**src/rtl/addsub_serial_pkg.sv**
```systemverilog
// Shared definitions for the chunk-serial adder/subtractor: FSM states,
// opcode values and the chunk-counter width helper.
package addsub_serial_pkg;

  typedef enum logic [1:0] {
    ST_IDLE = 2'd0,
    ST_RUN  = 2'd1,
    ST_DONE = 2'd2
  } state_t;

  localparam logic OP_ADD = 1'b0;
  localparam logic OP_SUB = 1'b1;

  // Counter width for n chunks; never narrower than one bit so that a
  // single-chunk configuration still has a legal counter.
  function automatic int cnt_width(input int n);
    return (n <= 2) ? 1 : $clog2(n);
  endfunction

endpackage

```
**src/rtl/addsub_serial_add_chunk.sv**
```systemverilog
// CHUNK-bit ripple slice built from full-adder cells. Also exposes the
// carry into the slice MSB so the top level can form signed overflow.
module addsub_serial_add_chunk #(
  parameter int CHUNK = 4
) (
  input  logic [CHUNK-1:0] a,
  input  logic [CHUNK-1:0] b,
  input  logic             carry_in,
  output logic [CHUNK-1:0] sum,
  output logic             carry_out,
  output logic             carry_msb_in
);

  logic [CHUNK:0] c;

  // Ripple the carry through one full-adder cell per bit.
  always_comb begin
    c            = '0;
    sum          = '0;
    c[0]         = carry_in;
    for (int i = 0; i < CHUNK; i++) begin
      sum[i]   = a[i] ^ b[i] ^ c[i];
      c[i+1]   = (a[i] & b[i]) | (c[i] & (a[i] ^ b[i]));
    end
    carry_out    = c[CHUNK];
    carry_msb_in = c[CHUNK-1];
  end

endmodule

```
**src/rtl/addsub_serial.sv**
```systemverilog
// Multi-cycle adder/subtractor: one CHUNK-bit slice is reused WIDTH/CHUNK
// times, LSB chunk first. Subtract is a + ~b + ~borrow_in, so the operand
// inversion and carry seed happen once at accept time.
module addsub_serial
  import addsub_serial_pkg::*;
#(
  parameter int WIDTH = 16,
  parameter int CHUNK = 4
) (
  input  logic             clk,
  input  logic             reset,
  input  logic             in_valid,
  output logic             in_ready,
  input  logic [WIDTH-1:0] a,
  input  logic [WIDTH-1:0] b,
  input  logic             op,
  input  logic             carry_in,
  output logic             out_valid,
  input  logic             out_ready,
  output logic [WIDTH-1:0] sum,
  output logic             carry_out,
  output logic             overflow,
  output logic             zero
);

  localparam int NCHUNK = WIDTH / CHUNK;
  localparam int CW     = cnt_width(NCHUNK);
  localparam logic [CW-1:0] LAST_CNT = CW'(NCHUNK - 1);

  state_t           state;
  logic [WIDTH-1:0] a_reg;
  logic [WIDTH-1:0] b_reg;
  logic [WIDTH-1:0] acc_reg;
  logic             carry_reg;
  logic [CW-1:0]    cnt;

  int               base;
  logic [CHUNK-1:0] a_chunk;
  logic [CHUNK-1:0] b_chunk;
  logic [CHUNK-1:0] slice_sum;
  logic             slice_cout;
  logic             slice_cmsb;
  logic [WIDTH-1:0] full_sum;

  // Select the operand chunk addressed by the counter.
  always_comb begin
    base    = int'(cnt) * CHUNK;
    a_chunk = a_reg[base +: CHUNK];
    b_chunk = b_reg[base +: CHUNK];
  end

  addsub_serial_add_chunk #(.CHUNK(CHUNK)) u_slice (
    .a            (a_chunk),
    .b            (b_chunk),
    .carry_in     (carry_reg),
    .sum          (slice_sum),
    .carry_out    (slice_cout),
    .carry_msb_in (slice_cmsb)
  );

  // Partial result with the current chunk merged in; on the last chunk this
  // is the complete sum, so zero is evaluated over all WIDTH bits.
  always_comb begin
    full_sum               = acc_reg;
    full_sum[base +: CHUNK] = slice_sum;
  end

  // Control FSM with registered handshake, result and flags.
  always_ff @(posedge clk or posedge reset) begin
    if (reset) begin
      state     <= ST_IDLE;
      in_ready  <= 1'b1;
      out_valid <= 1'b0;
      sum       <= '0;
      carry_out <= 1'b0;
      overflow  <= 1'b0;
      zero      <= 1'b0;
      cnt       <= '0;
      a_reg     <= '0;
      b_reg     <= '0;
      acc_reg   <= '0;
      carry_reg <= 1'b0;
    end else begin
      case (state)
        ST_IDLE: begin
          if (in_valid && in_ready) begin
            a_reg     <= a;
            b_reg     <= b ^ {WIDTH{op == OP_SUB}};
            carry_reg <= carry_in ^ (op == OP_SUB);
            cnt       <= '0;
            in_ready  <= 1'b0;
            state     <= ST_RUN;
          end
        end
        ST_RUN: begin
          acc_reg   <= full_sum;
          carry_reg <= slice_cout;
          if (cnt == LAST_CNT) begin
            sum       <= full_sum;
            carry_out <= slice_cout;
            overflow  <= slice_cmsb ^ slice_cout;
            zero      <= (full_sum == '0);
            out_valid <= 1'b1;
            cnt       <= '0;
            state     <= ST_DONE;
          end else begin
            cnt <= cnt + 1'b1;
          end
        end
        ST_DONE: begin
          if (out_ready) begin
            out_valid <= 1'b0;
            in_ready  <= 1'b1;
            state     <= ST_IDLE;
          end
        end
        default: state <= ST_IDLE;
      endcase
    end
  end

endmodule
```
**config.mk**
```make
export PLATFORM = sky130hd
export DESIGN_NAME = addsub_serial
export DESIGN_NICKNAME = d
export VERILOG_FILES = /design/src/rtl/addsub_serial_pkg.sv /design/src/rtl/addsub_serial_add_chunk.sv /design/src/rtl/addsub_serial.sv
export SDC_FILE = /design/constraint.sdc
export NUM_CORES = 1
export LEC_CHECK = 0
export ABC_AREA = 1
export CORE_MARGIN = 2
export CORE_UTILIZATION = 40
export DETAILED_ROUTE_END_ITERATION = 10
export PLACE_DENSITY = 0.66
export SLEW_MARGIN = 15
export SYNTH_ARGS = -nofsm -noshare
export SYNTH_HDL_FRONTEND = slang
export SYNTH_SLANG_ARGS = --single-unit
```
**constraint.sdc**
```tcl
create_clock -name clk -period 4.7 [get_ports clk]
set_clock_uncertainty 0.05 [all_clocks]
set_input_delay 1.41 -clock clk [delete_from_list [all_inputs] [get_ports clk]]
set_output_delay 1.41 -clock clk [all_outputs]
set_load 0.03 [all_outputs]
```
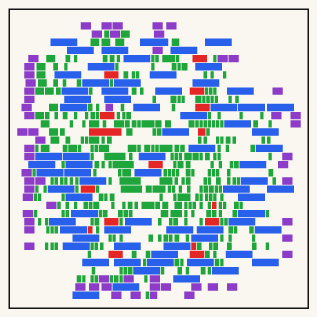
(cell classes on the final placement)
(3 px per um)
- red: clock drivers and dummy loads (cells 16)
- blue: sequential cells (cells 74)
- green: combinational and other logic (cells 340)
- purple: remaining buffers and delay cells (cells 60)
Finished Core Util: 0.508
sequential portion of the cell area: 0.416
floorplan core area: 8760 um^2

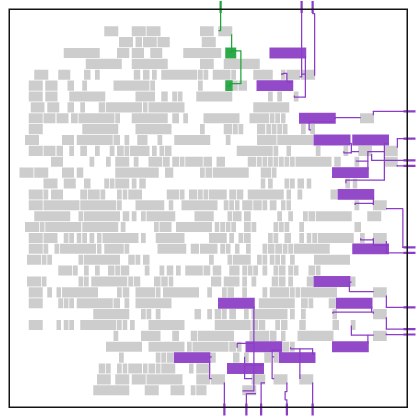
(nets reached from selected ports)
(4 px per um)
- purple: `sum` (direction output; end cells 16; buffers 16; wire 325 um)
- green: `out_ready` (direction input; end cells 2; buffers 1; wire 25.7 um)

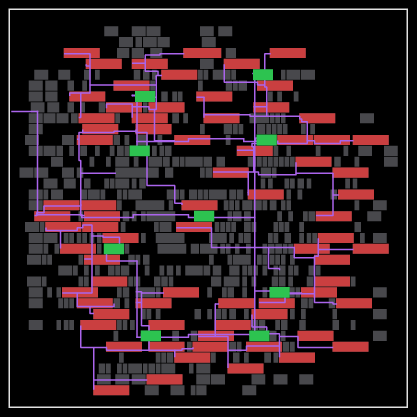
(clock network drawn from the DEF)
(4 px per um)
- red: flip-flops (count 74)
- purple: clock wires (length 968 um)
- green: clock drivers (count 9)
- routed clock nets: 10

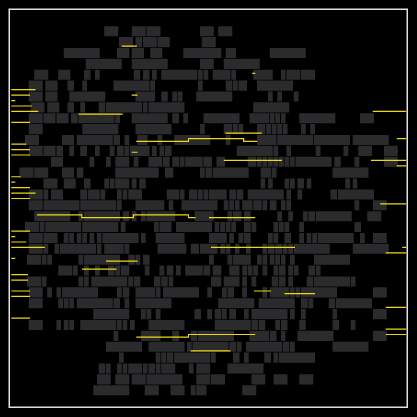
(signal wires on met3)
(4 px per um)
- wire length on this layer: 352 um
- nets with wire on the layer: 40
- main direction: horizontal

==> results.tsv <==
stage	metric	value	unit
global_route	antenna_found_initial	0	
worst_setup_path	critPathLaunch	cnt[0]	
placement	dp.final_hpwl	5410	um
drt	via_count	2883	
timing	hold_viol	0	
finish	top_area_cell_class	sequential cells	
synthesis	ys_area	3620	um^2
finish	final_cells	598	
finish	comb-cell-share	0.347	
finish	syn2layout_area_growth	23.0	%
flow_run	warning_count	31	
worst_setup_path	r2r_cells	17	
synthesis	synthArstFlopShare	1.00	
timing	rsz0062_at_grt	false	
drt	drtAntennaViolNets	0	
global_route	grt_pass1_wl	13800	um
clock_tree	cts_hold_buf	0	
finish	logic_gates	309	
finish	buffers_excl_clock	60	
timing	setup_viol	0	
status	status	completed	
worst_setup_path	slowest_stage	dfrtp_1	
worst_setup_path	criticalPathCategory	register to register	
timing	setup_ws	0.775	ns
floorplanning	die_y	99.1	um
worst_hold_path	whs_path_depth	2	
placement	gp_congestion	0.817	
worst_setup_path	cp_num_cells	17	
global_route	grt-ovfl-total	0	
finish	ff_latch_area	1850	um^2
finish	antennaDiodeCount	0	
global_route	grt_pass1_vias	3032	
global_route	grt_util_all_layers	0.174	
synthesis	ys_seq_share	0.512	
clock_tree	clk_pin_slew_worst_paths	0.08	ns
timing	slew_headroom	0.372	
floorplanning	die_w	99.1	um
clock_tree	cts.sinks	74	
drt	drtPass1Iterations	4	
drt	initialDrtViolationCount	118	
placement	io_buffers	58	
finish	layout_top_cells	nand2_1 (162), dfrtp_1 (73), clkdlybuf4s50_1 (58), o21ai_0 (34), nor2_1 (26)	
synthesis	synthXorXnorAreaFrac	0.0435	
finish	inv_count	31	
worst_hold_path	whs_endpoint	in_ready	
finish	flop-count	74	
timing	period_needed	3.93	ns
drt	wl_per_cell	12.9	um
floorplanning	n_tap_cell	108	
synthesis	synth.yosys.warnings	0	
global_route	grt_max_degree	75	
synthesis	synthFlopType	dfrtp_1	
timing	worst_pin_slew	0.941	ns
timing	setup-tns-final	0	ns
-- power by group --
part           switching, mW  internal (mW)  leakage (nW)
Combinational         0.0244         0.0365         0.979
Clock                  0.239          0.271         0.105
Sequential                 0          0.636         0.999
Total                  0.263          0.944          2.08
-- synth_stat cells, types with 5 or more instances --
cell type,n,area (um^2)
inv_2,5,18.8
nand2_1,162,608
buf_2,12,60.1
xnor2_1,18,158
nor2_1,26,97.6
dfrtp_1,73,1830
a21oi_1,7,35.0
clkbuf_1,5,18.8
o21ai_0,34,170
ha_1,6,75.1
nand3_1,8,40.0
o21ai_1,21,105
inv_1,24,90.1
-- layer usage --
layer  vias to the layer above  global-route usage
li1                       1479                   -
met1                      1331               0.216
met2                        59               0.298
met3                        14              0.0379
met4                         0              0.0653
met5                         -                   0
No activity file was given, so power comes from the tool's default toggle rates.
